$ cat src/rtl/spi_reg_master_pkg.sv
// Shared definitions for the SPI register-access initiator.
// Contents:
//   state_e     - FSM state encoding, also exported on the debug port
//   DEF_*       - default parameter values shared by the interface and top
//   frame_bits  - total serial frame length (address + dummy + data)
package spi_reg_master_pkg;

  typedef enum logic [2:0] {
    ST_IDLE     = 3'd0,
    ST_SETUP    = 3'd1,
    ST_SHIFT_HI = 3'd2,
    ST_SHIFT_LO = 3'd3,
    ST_HOLD     = 3'd4,
    ST_GAP      = 3'd5
  } state_e;

  localparam int DEF_ADDR_W       = 8;   // includes the R/W bit at ADDR_W-1
  localparam int DEF_DATA_W       = 16;
  localparam int DEF_DUMMY_CYCLES = 8;
  localparam int DEF_CLK_DIV      = 4;
  localparam int DEF_CS_GAP       = 2;

  function automatic int frame_bits(input int addr_w, input int dummy, input int data_w);
    return addr_w + dummy + data_w;
  endfunction

endpackage

$ cat src/rtl/spi_reg_master_if.sv
// Command/response port of the SPI register initiator.
// Signals:
//   cmd_valid/cmd_ready - request handshake
//   cmd_we/addr/wdata   - command payload (addr excludes the R/W bit)
//   rsp_valid/rsp_rdata - one-cycle completion pulse and captured read data
//   busy                - frame or inter-frame gap in progress
// Handshake: a command transfers on a cycle where cmd_valid and cmd_ready are
// both high; the payload is sampled only on that cycle. cmd_ready depends only
// on the initiator's own state, never on cmd_valid. rsp_valid has no ready: it
// is a single-cycle pulse and rsp_rdata holds until the next pulse.
interface spi_reg_master_if
  import spi_reg_master_pkg::*;
#(
  parameter int ADDR_W = DEF_ADDR_W,
  parameter int DATA_W = DEF_DATA_W
);
  logic              cmd_valid;
  logic              cmd_ready;
  logic              cmd_we;
  logic [ADDR_W-2:0] cmd_addr;
  logic [DATA_W-1:0] cmd_wdata;
  logic              rsp_valid;
  logic [DATA_W-1:0] rsp_rdata;
  logic              busy;

  // Requester side
  modport master (output cmd_valid, cmd_we, cmd_addr, cmd_wdata,
                  input  cmd_ready, rsp_valid, rsp_rdata, busy);
  // Initiator side (the SPI engine)
  modport slave  (input  cmd_valid, cmd_we, cmd_addr, cmd_wdata,
                  output cmd_ready, rsp_valid, rsp_rdata, busy);
endinterface

$ cat src/rtl/spi_reg_master_clk_div.sv
// Half-period tick generator for the SPI engine.
// Ports:
//   clk, rst - system clock, synchronous active-high reset
//   clr      - restart the half-period (used when a command is accepted)
//   tick     - high for one cycle every CLK_DIV cycles
module spi_reg_master_clk_div #(
  parameter int CLK_DIV = 4
) (
  input  logic clk,
  input  logic rst,
  input  logic clr,
  output logic tick
);

  if (CLK_DIV < 1) begin : g_bad_div
    $error("spi_reg_master_clk_div: CLK_DIV must be >= 1");
  end

  localparam int CW = (CLK_DIV > 1) ? $clog2(CLK_DIV) : 1;

  logic [CW-1:0] cnt_q, cnt_d;

  assign tick = (cnt_q == CW'(CLK_DIV - 1));

  always_comb begin
    cnt_d = cnt_q + 1'b1;
    if (clr || tick) cnt_d = '0;
  end

  always_ff @(posedge clk) begin
    if (rst) cnt_q <= '0;
    else     cnt_q <= cnt_d;
  end

endmodule

$ cat src/rtl/spi_reg_master.sv
// SPI mode-0 initiator for the board register protocol.
// Frame: {R/W(1=read), addr}, DUMMY_CYCLES zero bits, data; MSB first.
// Ports:
//   sys_clk, sys_rst - system clock, synchronous active-high reset
//   cmd              - command/response interface (slave modport)
//   spi_clk/mosi/cs_n, spi_miso - SPI pins; SCK idles low
//   dbg_state        - current FSM state
module spi_reg_master
  import spi_reg_master_pkg::*;
#(
  parameter int ADDR_W       = DEF_ADDR_W,
  parameter int DATA_W       = DEF_DATA_W,
  parameter int DUMMY_CYCLES = DEF_DUMMY_CYCLES,
  parameter int CLK_DIV      = DEF_CLK_DIV,
  parameter int CS_GAP       = DEF_CS_GAP
) (
  input  logic            sys_clk,
  input  logic            sys_rst,
  spi_reg_master_if.slave cmd,
  output logic            spi_clk,
  output logic            spi_mosi,
  input  logic            spi_miso,
  output logic            spi_cs_n,
  output state_e          dbg_state
);

  localparam int NBITS      = frame_bits(ADDR_W, DUMMY_CYCLES, DATA_W);
  localparam int DATA_START = ADDR_W + DUMMY_CYCLES;
  localparam int BW         = $clog2(NBITS);
  localparam int GW         = $clog2(CS_GAP + 2);
  localparam logic [BW-1:0] LAST_BIT   = BW'(NBITS - 1);
  localparam logic [BW-1:0] FIRST_DATA = BW'(DATA_START);
  localparam logic [GW-1:0] GAP_LOAD   = (CS_GAP > 0) ? GW'(CS_GAP - 1) : '0;

  state_e            state_q, state_d;
  logic [NBITS-1:0]  shreg_q, shreg_d;
  logic [DATA_W-1:0] cap_q, cap_d;
  logic [DATA_W-1:0] rdata_q, rdata_d;
  logic [BW-1:0]     bit_q, bit_d;
  logic [GW-1:0]     gap_q, gap_d;
  logic              sclk_q, sclk_d;
  logic              cs_n_q, cs_n_d;
  logic              rsp_valid_q, rsp_valid_d;
  logic              tick, accept, gap_zero;

  spi_reg_master_clk_div #(.CLK_DIV(CLK_DIV)) u_clk_div (
    .clk  (sys_clk),
    .rst  (sys_rst),
    .clr  (accept),
    .tick (tick)
  );

  assign cmd.cmd_ready = (state_q == ST_IDLE) && !sys_rst;
  assign accept        = cmd.cmd_valid && cmd.cmd_ready;
  assign gap_zero      = (gap_q == '0);

  // State register and datapath flops
  always_ff @(posedge sys_clk) begin
    if (sys_rst) begin
      state_q     <= ST_IDLE;
      shreg_q     <= '0;
      cap_q       <= '0;
      rdata_q     <= '0;
      bit_q       <= '0;
      gap_q       <= '0;
      sclk_q      <= 1'b0;
      cs_n_q      <= 1'b1;
      rsp_valid_q <= 1'b0;
    end else begin
      state_q     <= state_d;
      shreg_q     <= shreg_d;
      cap_q       <= cap_d;
      rdata_q     <= rdata_d;
      bit_q       <= bit_d;
      gap_q       <= gap_d;
      sclk_q      <= sclk_d;
      cs_n_q      <= cs_n_d;
      rsp_valid_q <= rsp_valid_d;
    end
  end

  // Next-state logic
  always_comb begin
    state_d = state_q;
    unique case (state_q)
      ST_IDLE:     if (accept) state_d = ST_SETUP;
      ST_SETUP:    if (tick) state_d = ST_SHIFT_HI;
      ST_SHIFT_HI: if (tick) state_d = (bit_q == LAST_BIT) ? ST_HOLD : ST_SHIFT_LO;
      ST_SHIFT_LO: if (tick) state_d = ST_SHIFT_HI;
      ST_HOLD:     if (tick && gap_zero) state_d = (CS_GAP == 0) ? ST_IDLE : ST_GAP;
      ST_GAP:      if (tick && gap_zero) state_d = ST_IDLE;
      default:     state_d = ST_IDLE;
    endcase
  end

  // Datapath / pin updates. MOSI is the shift register MSB: the frame is
  // shifted once per SCK fall, so after the last bit it has drained to zero.
  always_comb begin
    shreg_d     = shreg_q;
    cap_d       = cap_q;
    rdata_d     = rdata_q;
    bit_d       = bit_q;
    gap_d       = gap_q;
    sclk_d      = sclk_q;
    cs_n_d      = cs_n_q;
    rsp_valid_d = 1'b0;
    unique case (state_q)
      ST_IDLE: begin
        if (accept) begin
          shreg_d = (NBITS'({~cmd.cmd_we, cmd.cmd_addr}) << (NBITS - ADDR_W))
                  | NBITS'(cmd.cmd_wdata);
          bit_d   = '0;
          cs_n_d  = 1'b0;
        end
      end
      ST_SETUP, ST_SHIFT_LO: begin
        if (tick) sclk_d = 1'b1;
      end
      ST_SHIFT_HI: begin
        if (tick) begin
          sclk_d  = 1'b0;
          shreg_d = shreg_q << 1;
          bit_d   = bit_q + 1'b1;
          if (bit_q >= FIRST_DATA) cap_d = {cap_q[DATA_W-2:0], spi_miso};
          // HOLD spans two half-periods: gap_q counts the remaining one.
          if (bit_q == LAST_BIT) gap_d = GW'(1);
        end
      end
      ST_HOLD: begin
        if (tick) begin
          if (!gap_zero) begin
            gap_d = gap_q - 1'b1;
          end else begin
            cs_n_d      = 1'b1;
            rsp_valid_d = 1'b1;
            rdata_d     = cap_q;
            gap_d       = GAP_LOAD;
          end
        end
      end
      ST_GAP: begin
        if (tick && !gap_zero) gap_d = gap_q - 1'b1;
      end
      default: ;
    endcase
  end

  assign spi_clk       = sclk_q;
  assign spi_mosi      = shreg_q[NBITS-1];
  assign spi_cs_n      = cs_n_q;
  assign cmd.rsp_valid = rsp_valid_q;
  assign cmd.rsp_rdata = rdata_q;
  assign cmd.busy      = (state_q != ST_IDLE);
  assign dbg_state     = state_q;

endmodule

$ cat src/flat_wrapper.sv
// flat-port wrapper written by rule: the top's interface ports become plain ports
module spi_reg_master_flat import spi_reg_master_pkg::*;
#(
  parameter int ADDR_W       = DEF_ADDR_W,
  parameter int DATA_W       = DEF_DATA_W,
  parameter int DUMMY_CYCLES = DEF_DUMMY_CYCLES,
  parameter int CLK_DIV      = DEF_CLK_DIV,
  parameter int CS_GAP       = DEF_CS_GAP
)
  (sys_clk, sys_rst, spi_clk, spi_mosi, spi_miso, spi_cs_n, dbg_state, cmd_cmd_valid, cmd_cmd_we, cmd_cmd_addr, cmd_cmd_wdata, cmd_cmd_ready, cmd_rsp_valid, cmd_rsp_rdata, cmd_busy);
  spi_reg_master_if #(.ADDR_W(ADDR_W), .DATA_W(DATA_W)) cmd_i ();
  input  logic sys_clk;
  input  logic sys_rst;
  output logic spi_clk;
  output logic spi_mosi;
  input  logic spi_miso;
  output logic spi_cs_n;
  output state_e dbg_state;
  input wire logic [$bits(cmd_i.cmd_valid)-1:0] cmd_cmd_valid;
  input wire logic [$bits(cmd_i.cmd_we)-1:0] cmd_cmd_we;
  input wire logic [$bits(cmd_i.cmd_addr)-1:0] cmd_cmd_addr;
  input wire logic [$bits(cmd_i.cmd_wdata)-1:0] cmd_cmd_wdata;
  output wire logic [$bits(cmd_i.cmd_ready)-1:0] cmd_cmd_ready;
  output wire logic [$bits(cmd_i.rsp_valid)-1:0] cmd_rsp_valid;
  output wire logic [$bits(cmd_i.rsp_rdata)-1:0] cmd_rsp_rdata;
  output wire logic [$bits(cmd_i.busy)-1:0] cmd_busy;
  assign cmd_i.cmd_valid = cmd_cmd_valid;
  assign cmd_i.cmd_we = cmd_cmd_we;
  assign cmd_i.cmd_addr = cmd_cmd_addr;
  assign cmd_i.cmd_wdata = cmd_cmd_wdata;
  assign cmd_cmd_ready = cmd_i.cmd_ready;
  assign cmd_rsp_valid = cmd_i.rsp_valid;
  assign cmd_rsp_rdata = cmd_i.rsp_rdata;
  assign cmd_busy = cmd_i.busy;
  spi_reg_master #(.ADDR_W(ADDR_W), .DATA_W(DATA_W), .DUMMY_CYCLES(DUMMY_CYCLES), .CLK_DIV(CLK_DIV), .CS_GAP(CS_GAP)) u_core (.sys_clk(sys_clk), .sys_rst(sys_rst), .cmd(cmd_i), .spi_clk(spi_clk), .spi_mosi(spi_mosi), .spi_miso(spi_miso), .spi_cs_n(spi_cs_n), .dbg_state(dbg_state));
endmodule
$ cat config.mk
export PLATFORM = sky130hd
export DESIGN_NAME = spi_reg_master_flat
export DESIGN_NICKNAME = d
export VERILOG_FILES = /design/src/rtl/spi_reg_master_pkg.sv /design/src/rtl/spi_reg_master_if.sv /design/src/rtl/spi_reg_master_clk_div.sv /design/src/rtl/spi_reg_master.sv /design/src/flat_wrapper.sv
export SDC_FILE = /design/constraint.sdc
export NUM_CORES = 1
export LEC_CHECK = 0
export CORE_MARGIN = 2
export CORE_UTILIZATION = 53
export CTS_CLUSTER_DIAMETER = 120
export DETAILED_ROUTE_END_ITERATION = 10
export GPL_TIMING_DRIVEN = 0
export PLACE_DENSITY = 0.84
export SYNTH_ARGS = -nofsm -noshare
export SYNTH_HDL_FRONTEND = slang
export SYNTH_SLANG_ARGS = --single-unit
$ cat constraint.sdc
create_clock -name sys_clk -period 2.05 [get_ports sys_clk]
set_clock_uncertainty 0.2 [all_clocks]
set_input_delay 0.3075 -clock sys_clk [delete_from_list [all_inputs] [get_ports sys_clk]]
set_output_delay 0.3075 -clock sys_clk [all_outputs]
set_load 0.05 [all_outputs]
**Wires at chosen ports, followed through buffers**

(6 px per µm)
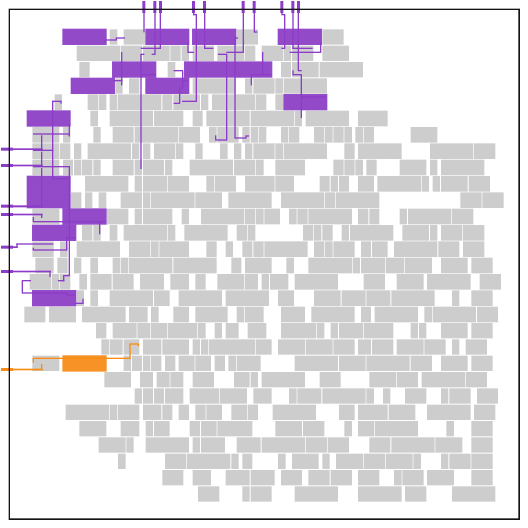
port	color	direction	end cells	wire
cmd_rsp_rdata	purple	output	16	336 µm
spi_cs_n	orange	output	1	26.6 µm
count of buffers from port buffering: 51
I/O pin cnt: 53

**Placed cells, one color a class**

(3 px per µm)
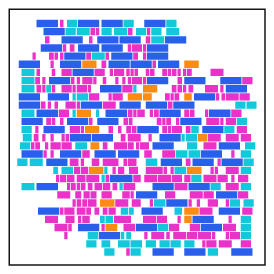
class	color	cells	share of their area
remaining buffers and delay cells	cyan	79	18%
registers	blue	79	38%
clock drivers and dummy loads	orange	16	4.5%
remaining logic cells	magenta	257	40%
Core Box Area: 6314 µm²
post-route design area: 4309 µm²
share of cell area taken by flip-flops and latches: 36.73%
utilization of the core after routing: 68.25%
site row count: 29

==> Table 3: Implementation characteristics <==
Physical design parameters

Parameter                              Value

Setup path
  Critical R2R Capture    u_core.cap_q[6]
  Worst r2r path cells    7
  Family of cells with the greatest summed delay on the critical path    buffers and inverters
  Kind of end point of the critical path    output port
  Slowest Stage Delay on Critical Path    roughly 800 ps
  Worst Path Arrival    1490 ps
  Worst-path maximum fanout    2
  CP Data Required Time    between 1500 and 2000 ps
  Count of cell instances traversed by the critical path    1
  Critical Path Source Type    register
  Class of the most critical setup path    register to output port

Detailed routing
  Highest metal used    met4
  Wire per inst    ~14 µm
  Total via count in the routed design    2,739
  Met3 Routed Length    ~250 µm
  First-pass iteration count of the detailed router    4

Timing
  Actual transition at the worst max-transition pin    between 700 and 800 ps
  Headroom to the max-slew limit    52.02%
  Sum of negative setup slack    0 ps
  Final critical-path share of the clock period    97.67%

Logic synthesis
  Synthesized netlist net count    399
  Fraction of synthesized cell area in xor and xnor cells    0.2535%
  Cell count after synthesis    365
  Main area contributors after synthesis    dfxtp_1 46%, mux2i_1 12%, a211oi_2 8.0%
  Synth Seq Share    between 40% and 50%
  Yosys warning count    0
  Top cell type by instance count after synthesis    dfxtp_1
  Ys cells    ~370
  AND-OR/OR-AND Cells, Area Fraction    17.31%
  Number of flops mapped to enable cells by yosys    0

Placement
  Detailed placement HPWL    4984 µm

Global route
  Antenna violations before repair    0
  Number of global-route vias before repair    about 2,700
  Remaining global-route overflow    0
  Largest net degree at the start of global routing    16

Finish
  Fraction of final layout cells sized beyond drive strength 1    15.78%
  Commonest non-fill, non-tap cell in the layout    dfxtp_1
  Number of antenna cells inserted    0

Power and ir drop
  Top pwr grp    sequential cells
  Peak supply drop    0.0004290 V
  Static leakage    about 1.7 nW
  Combinational share of power    approximately a tenth

Status
  Run status    complete, no violations

Die
  Core Util at FP    between 50% and 60%

Worst hold path
  Hold Crit Endpoint    u_core.gap_q[1]

CTS
  Total clock buffers created by CTS    9
  CTS tree    yes
  Clock Sinks    just under 80
**Cell outlines without signal wires**

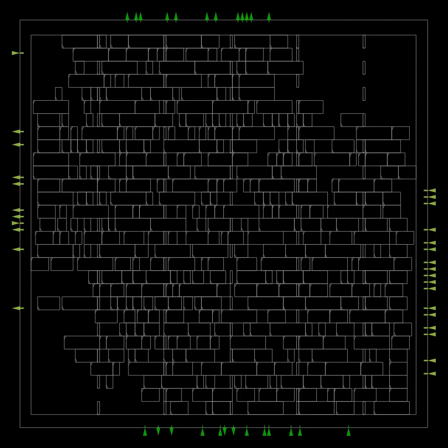
Filler Cell Count: 510
number of sequential cells: 79
num tapcells: 77

**Routed clock nets over the placement**

(3 px per µm)
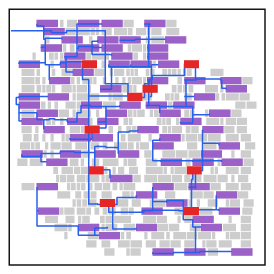
[flip-flops] purple | count: 79
[clock-net drivers] red | count: 9
[clock wires] blue | length: 859 µm
flops lie	widely spread
clock insertion delay at the later pin of the skew report: 350 ps
relative contribution of the clock network to total power: 36.1%
P_clk: 0.00109 W

## worst register-to-register path: cells and delay by family (launching register included)
family                 cells  cell delay (ps)
and+or+nand+nor            3              530
DFF                        1              370
muxes                      1              230
buffers and inverters      3              510
## flip-flops by register name (all words and copies together) (netlist names)
signal and count:
u_core.bit_q 5, u_core.cap_q 16, u_core.cmd.rsp_rdata 16, u_core.cmd.rsp_valid 1, u_core.dbg_state 3, u_core.gap_q 2, u_core.shreg_q 32, u_core.spi_clk 1
u_core.spi_cs_n 1, u_core.u_clk_div.cnt_q 2
## repair_timing
item | in CTS | in global routing
cloned | 0 | 0
hold buffers | 1 | 0
gates resized | 11 | 23
hold endpoints to repair | 1 | 0
endpoints found under the setup margin | 7 | 33
## per-stage QoR
stage | area, µm² | utilization, % | instances | total power [W] | worst slack, ps
after global routing | 4309 | 68.25 | 508 | 0.003139 | -18.13
after floorplan | 3463 | - | 365 | 0.001848 | -2.620
final | 4309 | 68.25 | 508 | 0.003011 | 47.79
after detailed placement | 4070 | 64.47 | 493 | 0.001958 | -589.8
after CTS | 4267 | 67.58 | 510 | 0.003041 | -150.4
after global placement | 4070 | 64.47 | 493 | 0.001950 | -589.5
## layout make-up
| type | instances | area [µm²] | area share, % |
|---|---|---|---|
| repair buffers | 52 | 541.8 | 12.57 |
| inverters | 7 | 26.28 | 0.6098 |
| clock buffers | 10 | 137.6 | 3.194 |
| clock inverters | 6 | 52.55 | 1.220 |
| flip-flops and latches | 79 | 1583 | 36.73 |
| plain buffers | 27 | 196.4 | 4.559 |
| well taps | 77 | 96.34 | 2.236 |
| multi-input cells | 250 | 1675 | 38.88 |
## layer usage
metal	vias up	track usage [%]
li1	1383	-
met1	1304	27.70
met2	45	33.72
met3	7	5.801
met4	0	6.205
met5	-	0
Power and IR drop assume default switching activity.
